### config.mk
export PLATFORM = sky130hd
export DESIGN_NAME = mem_stage_lsu
export DESIGN_NICKNAME = d
export VERILOG_FILES = /design/src/rtl/mem_stage_lsu.sv
export SDC_FILE = /design/constraint.sdc
export NUM_CORES = 1
export LEC_CHECK = 0
export ABC_AREA = 1
export ABC_CLOCK_PERIOD_IN_PS = 1600
export CORE_MARGIN = 2
export CORE_UTILIZATION = 25
export CTS_CLUSTER_SIZE = 40
export DETAILED_ROUTE_END_ITERATION = 10
export SYNTH_ARGS = -nofsm -noshare
export SYNTH_HDL_FRONTEND = slang
export SYNTH_SLANG_ARGS = --single-unit
### constraint.sdc
create_clock -name clk -period 1.6 [get_ports clk]
set_input_delay 0.32 -clock clk [delete_from_list [all_inputs] [get_ports clk]]
set_output_delay 0.32 -clock clk [all_outputs]
set_load 0.02 [all_outputs]
### src/rtl/mem_stage_lsu.sv
// MEM-stage load/store unit: byte/half/word accesses over a req/ack data bus, MEM/WB register.
// Defining MEM_TIMEOUT_EN adds an ACCESS-cycle counter that aborts a bus access after TIMEOUT cycles.

module mem_stage_lsu #(
  parameter int AW      = 32,
  parameter int RAW     = 5,
  parameter int TIMEOUT = 255
) (
  input  logic           clk,
  input  logic           reset_b,
  input  logic           in_valid,
  input  logic           mem_read,
  input  logic           mem_write,
  input  logic [1:0]     size,
  input  logic           sign_ext,
  input  logic [AW-1:0]  addr,
  input  logic [31:0]    wdata,
  input  logic [RAW-1:0] write_reg,
  input  logic           reg_write,
  input  logic [1:0]     mem_to_reg,
  input  logic [31:0]    pc_plus4,
  input  logic           lu_op,
  input  logic [31:0]    lu_data,
  output logic           stall,
  output logic           bus_req,
  output logic           bus_we,
  output logic [AW-1:0]  bus_addr,
  output logic [3:0]     bus_be,
  output logic [31:0]    bus_wdata,
  input  logic [31:0]    bus_rdata,
  input  logic           bus_ack,
  output logic           wb_valid,
  output logic [31:0]    wb_data,
  output logic [RAW-1:0] wb_reg,
  output logic           wb_reg_write,
  output logic           misalign,
  output logic [AW-1:0]  bad_addr,
  output logic           bus_err
);

  typedef enum logic [0:0] {IDLE, ACCESS} state_e;

  state_e state_q, state_d;

  logic           memop, misaligned, aligned_op, misaligned_op;
  logic           ack_hit, timeout_hit, done;
  logic [3:0]     be_w;
  logic [31:0]    wdata_w, alt_w, load_w;
  logic           use_load_w;

  logic [AW-1:0]  addr_q;
  logic [3:0]     be_q;
  logic [31:0]    wdata_q, alt_q;
  logic           we_q, sign_q, use_load_q, regwr_q;
  logic [1:0]     lo_q, size_q;
  logic [RAW-1:0] reg_q;

  logic           wb_valid_q, wb_reg_write_q, misalign_q;
  logic [31:0]    wb_data_q;
  logic [RAW-1:0] wb_reg_q;
  logic [AW-1:0]  bad_addr_q;

  if (TIMEOUT < 1 || TIMEOUT > 65535) begin : g_bad_timeout
    $error("mem_stage_lsu: TIMEOUT must lie in 1..65535");
  end

  assign memop         = in_valid & (mem_read | mem_write);
  assign misaligned    = ((size == 2'b01) & addr[0]) | (size[1] & (addr[1:0] != 2'b00));
  assign aligned_op    = memop & ~misaligned;
  assign misaligned_op = memop & misaligned;
  assign ack_hit       = (state_q == ACCESS) & bus_ack;
  assign done          = ack_hit | timeout_hit;

  always_ff @(posedge clk or negedge reset_b) begin
    if (!reset_b) state_q <= IDLE;
    else          state_q <= state_d;
  end

  always_comb begin
    state_d = state_q;
    case (state_q)
      IDLE:    if (aligned_op) state_d = ACCESS;
      ACCESS:  if (done) state_d = IDLE;
      default: state_d = IDLE;
    endcase
  end

  // Stall is combinational on EX/MEM, so it is also gated by reset to keep all outputs low.
  always_comb begin
    stall   = 1'b0;
    bus_req = 1'b0;
    bus_we  = 1'b0;
    case (state_q)
      IDLE:    stall = aligned_op;
      ACCESS: begin
        bus_req = 1'b1;
        bus_we  = we_q;
        stall   = ~done;
      end
      default: ;
    endcase
    if (!reset_b) stall = 1'b0;
  end

  always_comb begin
    be_w    = 4'b1111;
    wdata_w = wdata;
    case (size)
      2'b00: begin
        be_w    = 4'b0001 << addr[1:0];
        wdata_w = {4{wdata[7:0]}};
      end
      2'b01: begin
        be_w    = addr[1] ? 4'b1100 : 4'b0011;
        wdata_w = {2{wdata[15:0]}};
      end
      default: ;
    endcase
  end

  assign use_load_w = ~lu_op & (mem_to_reg == 2'b01);
  assign alt_w      = lu_op ? lu_data : (mem_to_reg == 2'b00) ? 32'(addr) : pc_plus4;

  always_comb begin
    load_w = bus_rdata;
    case (size_q)
      2'b00: begin
        load_w[7:0]  = bus_rdata[{lo_q, 3'b000} +: 8];
        load_w[31:8] = {24{sign_q & load_w[7]}};
      end
      2'b01: begin
        load_w[15:0]  = lo_q[1] ? bus_rdata[31:16] : bus_rdata[15:0];
        load_w[31:16] = {16{sign_q & load_w[15]}};
      end
      default: ;
    endcase
  end

  // Everything the access and its writeback need is captured once, on entry to ACCESS.
  always_ff @(posedge clk or negedge reset_b) begin
    if (!reset_b) begin
      addr_q     <= '0;
      be_q       <= '0;
      wdata_q    <= '0;
      we_q       <= 1'b0;
      lo_q       <= '0;
      size_q     <= '0;
      sign_q     <= 1'b0;
      alt_q      <= '0;
      use_load_q <= 1'b0;
      reg_q      <= '0;
      regwr_q    <= 1'b0;
    end else if (state_q == IDLE && aligned_op) begin
      addr_q     <= {addr[AW-1:2], 2'b00};
      be_q       <= be_w;
      wdata_q    <= wdata_w;
      we_q       <= mem_write;
      lo_q       <= addr[1:0];
      size_q     <= size;
      sign_q     <= sign_ext;
      alt_q      <= alt_w;
      use_load_q <= use_load_w;
      reg_q      <= write_reg;
      regwr_q    <= reg_write;
    end
  end

  always_ff @(posedge clk or negedge reset_b) begin
    if (!reset_b) begin
      wb_valid_q     <= 1'b0;
      wb_reg_write_q <= 1'b0;
      wb_data_q      <= '0;
      wb_reg_q       <= '0;
      misalign_q     <= 1'b0;
      bad_addr_q     <= '0;
    end else begin
      misalign_q <= (state_q == IDLE) & misaligned_op;
      if (state_q == IDLE) begin
        if (aligned_op) begin
          wb_valid_q     <= 1'b0;
          wb_reg_write_q <= 1'b0;
        end else begin
          wb_valid_q     <= in_valid;
          wb_reg_write_q <= reg_write & in_valid & ~misaligned_op;
          wb_reg_q       <= write_reg;
          wb_data_q      <= use_load_w ? 32'd0 : alt_w;
          if (misaligned_op) bad_addr_q <= addr;
        end
      end else if (ack_hit) begin
        wb_valid_q     <= 1'b1;
        wb_reg_write_q <= regwr_q;
        wb_reg_q       <= reg_q;
        wb_data_q      <= use_load_q ? load_w : alt_q;
      end else if (timeout_hit) begin
        wb_valid_q     <= 1'b1;
        wb_reg_write_q <= 1'b0;
        wb_reg_q       <= reg_q;
        wb_data_q      <= use_load_q ? 32'd0 : alt_q;
      end else begin
        wb_valid_q     <= 1'b0;
        wb_reg_write_q <= 1'b0;
      end
    end
  end

`ifdef MEM_TIMEOUT_EN
  logic [15:0] cnt_q;
  logic        bus_err_q;

  assign timeout_hit = (state_q == ACCESS) & ~bus_ack & (cnt_q == 16'(TIMEOUT - 1));

  always_ff @(posedge clk or negedge reset_b) begin
    if (!reset_b) begin
      cnt_q     <= '0;
      bus_err_q <= 1'b0;
    end else begin
      bus_err_q <= timeout_hit;
      if (state_q != ACCESS) cnt_q <= '0;
      else                   cnt_q <= cnt_q + 16'd1;
    end
  end

  assign bus_err = bus_err_q;
`else
  assign timeout_hit = 1'b0;
  assign bus_err     = 1'b0;
`endif

  assign bus_addr     = addr_q;
  assign bus_be       = be_q;
  assign bus_wdata    = wdata_q;
  assign wb_valid     = wb_valid_q;
  assign wb_data      = wb_data_q;
  assign wb_reg       = wb_reg_q;
  assign wb_reg_write = wb_reg_write_q;
  assign misalign     = misalign_q;
  assign bad_addr     = bad_addr_q;

endmodule

==> Changelog: implementation, run 1 <==
### Physical design

* Critical setup path kind: reg -> out
* Cell area after placement at ~14000 µm²
* Global-route wire length before repair at ~55000 µm
* Mean area per synthesized cell at around 7.7 µm²
* Inverters excl. clock at 70
* Fraction of the mapped netlist area in adder cells at 0
* Number of pins exceeding their max-slew limit in the final report at 0
* Clock network power consumption at 4.04 mW
* Amount of wire on met3 after detailed routing at about 2300 µm
* Logic area at between 4000 and 5000 µm²
* Critical path capture point type: output pin
* Synthesized-area fraction occupied by and/or/nand/nor cells at 0.2841
* Net Sw Power at roughly 10 mW
* Layout cells sized above 1 at 0.1466
* Via count normalized by instance count at between 4 and 5
* Bufs on Longest Clock Path at 2
* RD Place Congestion at ~0.86
* Startpoint kind of the worst setup timing path: flip-flop
* Avg WL per Cell at about 19 µm
* Maximum fanout encountered on the critical timing path at 5
* CLK BUF at 19
* Cell count in the Yosys report at about 1200
* Multi-input combinational cell count at 893
* Met3 global-route usage at 0.04012
* Finished Cell Area at roughly 15000 µm²
* Flip-flop and latch count after synthesis at roughly 180
* Setup skew after layout at around 12 ps
* Post-CTS resize count at 168
* Top post-synthesis cells by count: nand2_1, dfrtp_1, nor2_1, o21ai_0, nand3_1
* CP Buf/Inv Count at 3
* XOR/XNOR share of the synthesized area at 0
* Initial antenna violation count at 0
* Synth async-reset ratio at 1.000
* Static leakage at between 7 and 8 nW
* Violations in the final reports: setup timing
* Number of standard cells in the layout, taps in and fillers out at approximately 2100
* Number of nets in the layout at between 1500 and 2000
* Signal buf overhead at 0.3026
* Sum of internal, switching and leakage power at 23.47 mW
* Clock transition at the register clock pins on the worst setup and hold paths after CTS at around 80 ps
* GR peak layer: met2
* Fraction of standard cell area in multi-input logic at 0.2862
* Tightest slew margin relative to the limit at 0.6484
* Delay of the slowest critical-path stage at around 460 ps
* Overall chip area at 39030 µm²
* Actual slew at the worst max-slew pin at 527.4 ps
* Most numerous logic cell after layout: nand2_1
* Reg-to-Reg End: bad_addr[24]$_DFFE_PN0P_
* Prevailing logic family in the synthesized netlist: simple AND/OR/NAND/NOR gates
* Result of the run: finished with violations
* Largest type area fraction at 0.4916
* Share of cell area taken by muxes after synthesis at 0
* Main power-consuming group: combinational logic
* Logic gate share of total power at 0.488
* Period minus WS final at between 1500 and 2000 ps
* Die width at 197.6 µm
* Setup violations, final at 3
* Maximum vdd drop at between 0.6 and 0.7 mV
* Post-synthesis instance total at roughly 1200
* Uppermost signal routing layer after detailed routing: met4
* Pre-CTS setup slack at -774.3 ps
* Cell internal power dissipation at approximately 13 mW
* Largest area class, layout: flip-flops and latches
* Number of warnings in the stage logs at 28
* Power consumed by combinational cells at between 10 and 15 mW
* GR met1 Demand/Resource at 0.2576
* Die span in y at just under 200 µm
* Antenna viol nets, final at 0
* Cts bufs inserted at 17
* Minimum setup slack in the final design at -29.81 ps
* Top cell type by total area after synthesis: dfrtp_1
* Maximum number of pins on one net before global-route repair at 65
* Flip-flop cell with the highest count after synthesis: dfrtp_1
* Most repeated library cell on the critical path: buf_4
**Run 1: metal 2**

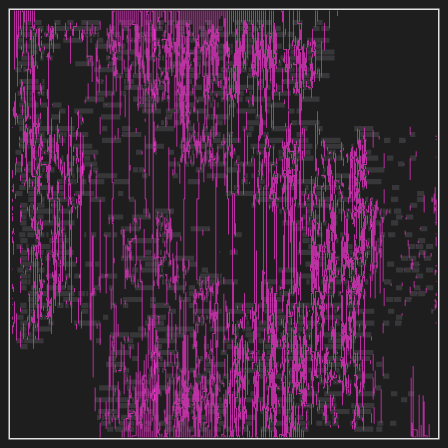
- wire length on this layer: 18200 µm
- nets with wire on the layer: 1430
- main direction: vertical
- share of all routed wire: 46%
- longest straight run: 119 µm
DR vias: 9693
WL final: 39490 µm

**Run 1: local utilization**

20 x 20 tiles, from white (low) to dark blue (high), 0 to 100% covered.
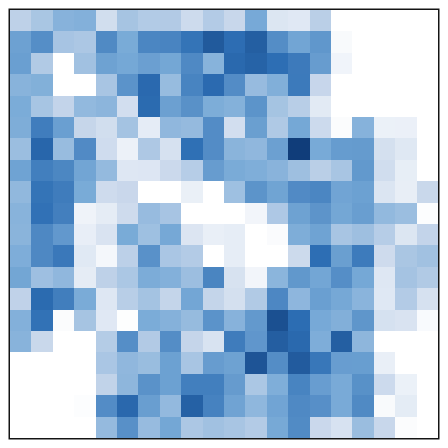
- fullest tile: 95%
- tiles over 75% full: 5.2%
- nearly empty tiles: 18%
- emptiest ninth of the die: north-east
- mean over tiles: 36%

**Run 1: cell outlines without signal wires**

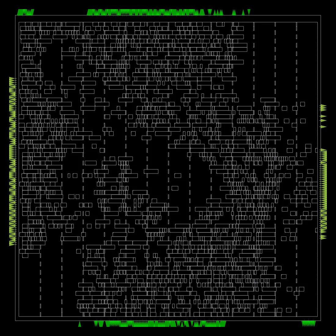
number of filler cells placed in the layout: 3805
flop count: 184
fraction of the core area covered by cells at the end of the flow: 0.3984
# Taps: 468

**Run 1: register map, names as in the netlist**

Other sequential cells in the stronger grey, the rest of the logic in the fainter grey.
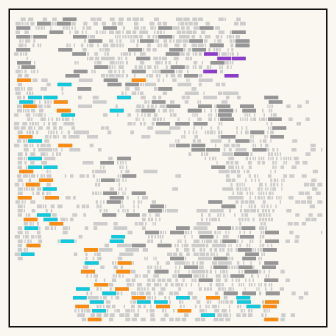
- purple: reg_q (flops 5)
- orange: bus_addr (flops 30; where spread over the die)
- cyan: bad_addr (flops 32)
- not coloured: 117
register area: 4609 µm²
Power Sequential: 7.99 mW
sequential fraction of total cell area: 0.3145

## Run 2: what changed since run 1
--- a/config.mk
+++ b/config.mk
@@ -11,6 +11,7 @@
 export CORE_UTILIZATION = 25
 export CTS_CLUSTER_SIZE = 40
 export DETAILED_ROUTE_END_ITERATION = 10
+export MAX_ROUTING_LAYER = met4
 export SYNTH_ARGS = -nofsm -noshare
 export SYNTH_HDL_FRONTEND = slang
 export SYNTH_SLANG_ARGS = --single-unit
==> Changelog: implementation, run 2 <==
### Physical design

* Fraction of standard cell area in multi-input logic at 0.2821 (was 0.2862)
* RD Place Congestion at 0.8725 (was 0.8645)
* Via count normalized by instance count at 4.640 (was 4.633)
* Result of the run: finished with violations (unchanged)
* Minimum setup slack in the final design at -18.76 ps (was -29.81 ps)
* Prevailing logic family in the synthesized netlist: simple AND/OR/NAND/NOR gates (unchanged)
* Maximum vdd drop at 0.7399 mV (was 0.6390 mV)
* XOR/XNOR share of the synthesized area at 0 (unchanged)
* Bufs on Longest Clock Path at 2 (unchanged)
* Number of filler cells placed in the layout at 3799 (was 3805)
* Main power-consuming group: combinational logic (unchanged)
* Largest type area fraction at 0.4916 (unchanged)
* Largest area class, layout: flip-flops and latches (unchanged)
* Initial antenna violation count at 4 (was 0)
* Fraction of the core area covered by cells at the end of the flow at 0.4046 (was 0.3984)
* Critical setup path kind: in -> out (was reg -> out)
* Critical path capture point type: output pin (unchanged)
* Cts bufs inserted at 17 (unchanged)
* Violations in the final reports: setup timing (unchanged)
* Post-CTS resize count at 175 (was 168)
* Number of pins exceeding their max-slew limit in the final report at 0 (unchanged)
* Clock network power consumption at 4.56 mW (was 4.04 mW)
* Cell area after placement at 13620 µm² (was 13630 µm²)
* Die width at 197.6 µm (unchanged)
* Setup violations, final at 1 (was 3)
* Maximum number of pins on one net before global-route repair at 74 (was 65)
* Inverters excl. clock at 70 (unchanged)
* Layout cells sized above 1 at 0.1503 (was 0.1466)
* GR met1 Demand/Resource at 0.2625 (was 0.2576)
* Top post-synthesis cells by count: nand2_1, dfrtp_1, nor2_1, o21ai_0, nand3_1 (unchanged)
* Global-route wire length before repair at 55510 µm (was 54970 µm)
* Cell internal power dissipation at 13.97 mW (was 13.30 mW)
* Number of standard cells in the layout, taps in and fillers out at 2101 (was 2092)
* CP Buf/Inv Count at 2 (was 3)
* Flip-flop and latch count after synthesis at 184 (unchanged)
**Run 2: metal 2**

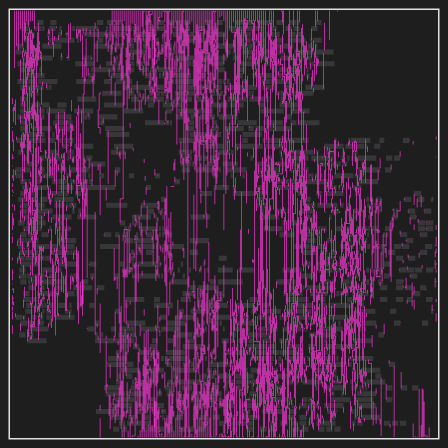
- longest straight run: 92.6 µm
- nets with wire on the layer: 1430
WL final: 40000 µm
DR vias: 9748
met2 track demand over resource in global routing: 0.2851

No activity file was given, so power comes from the tool's default toggle rates.
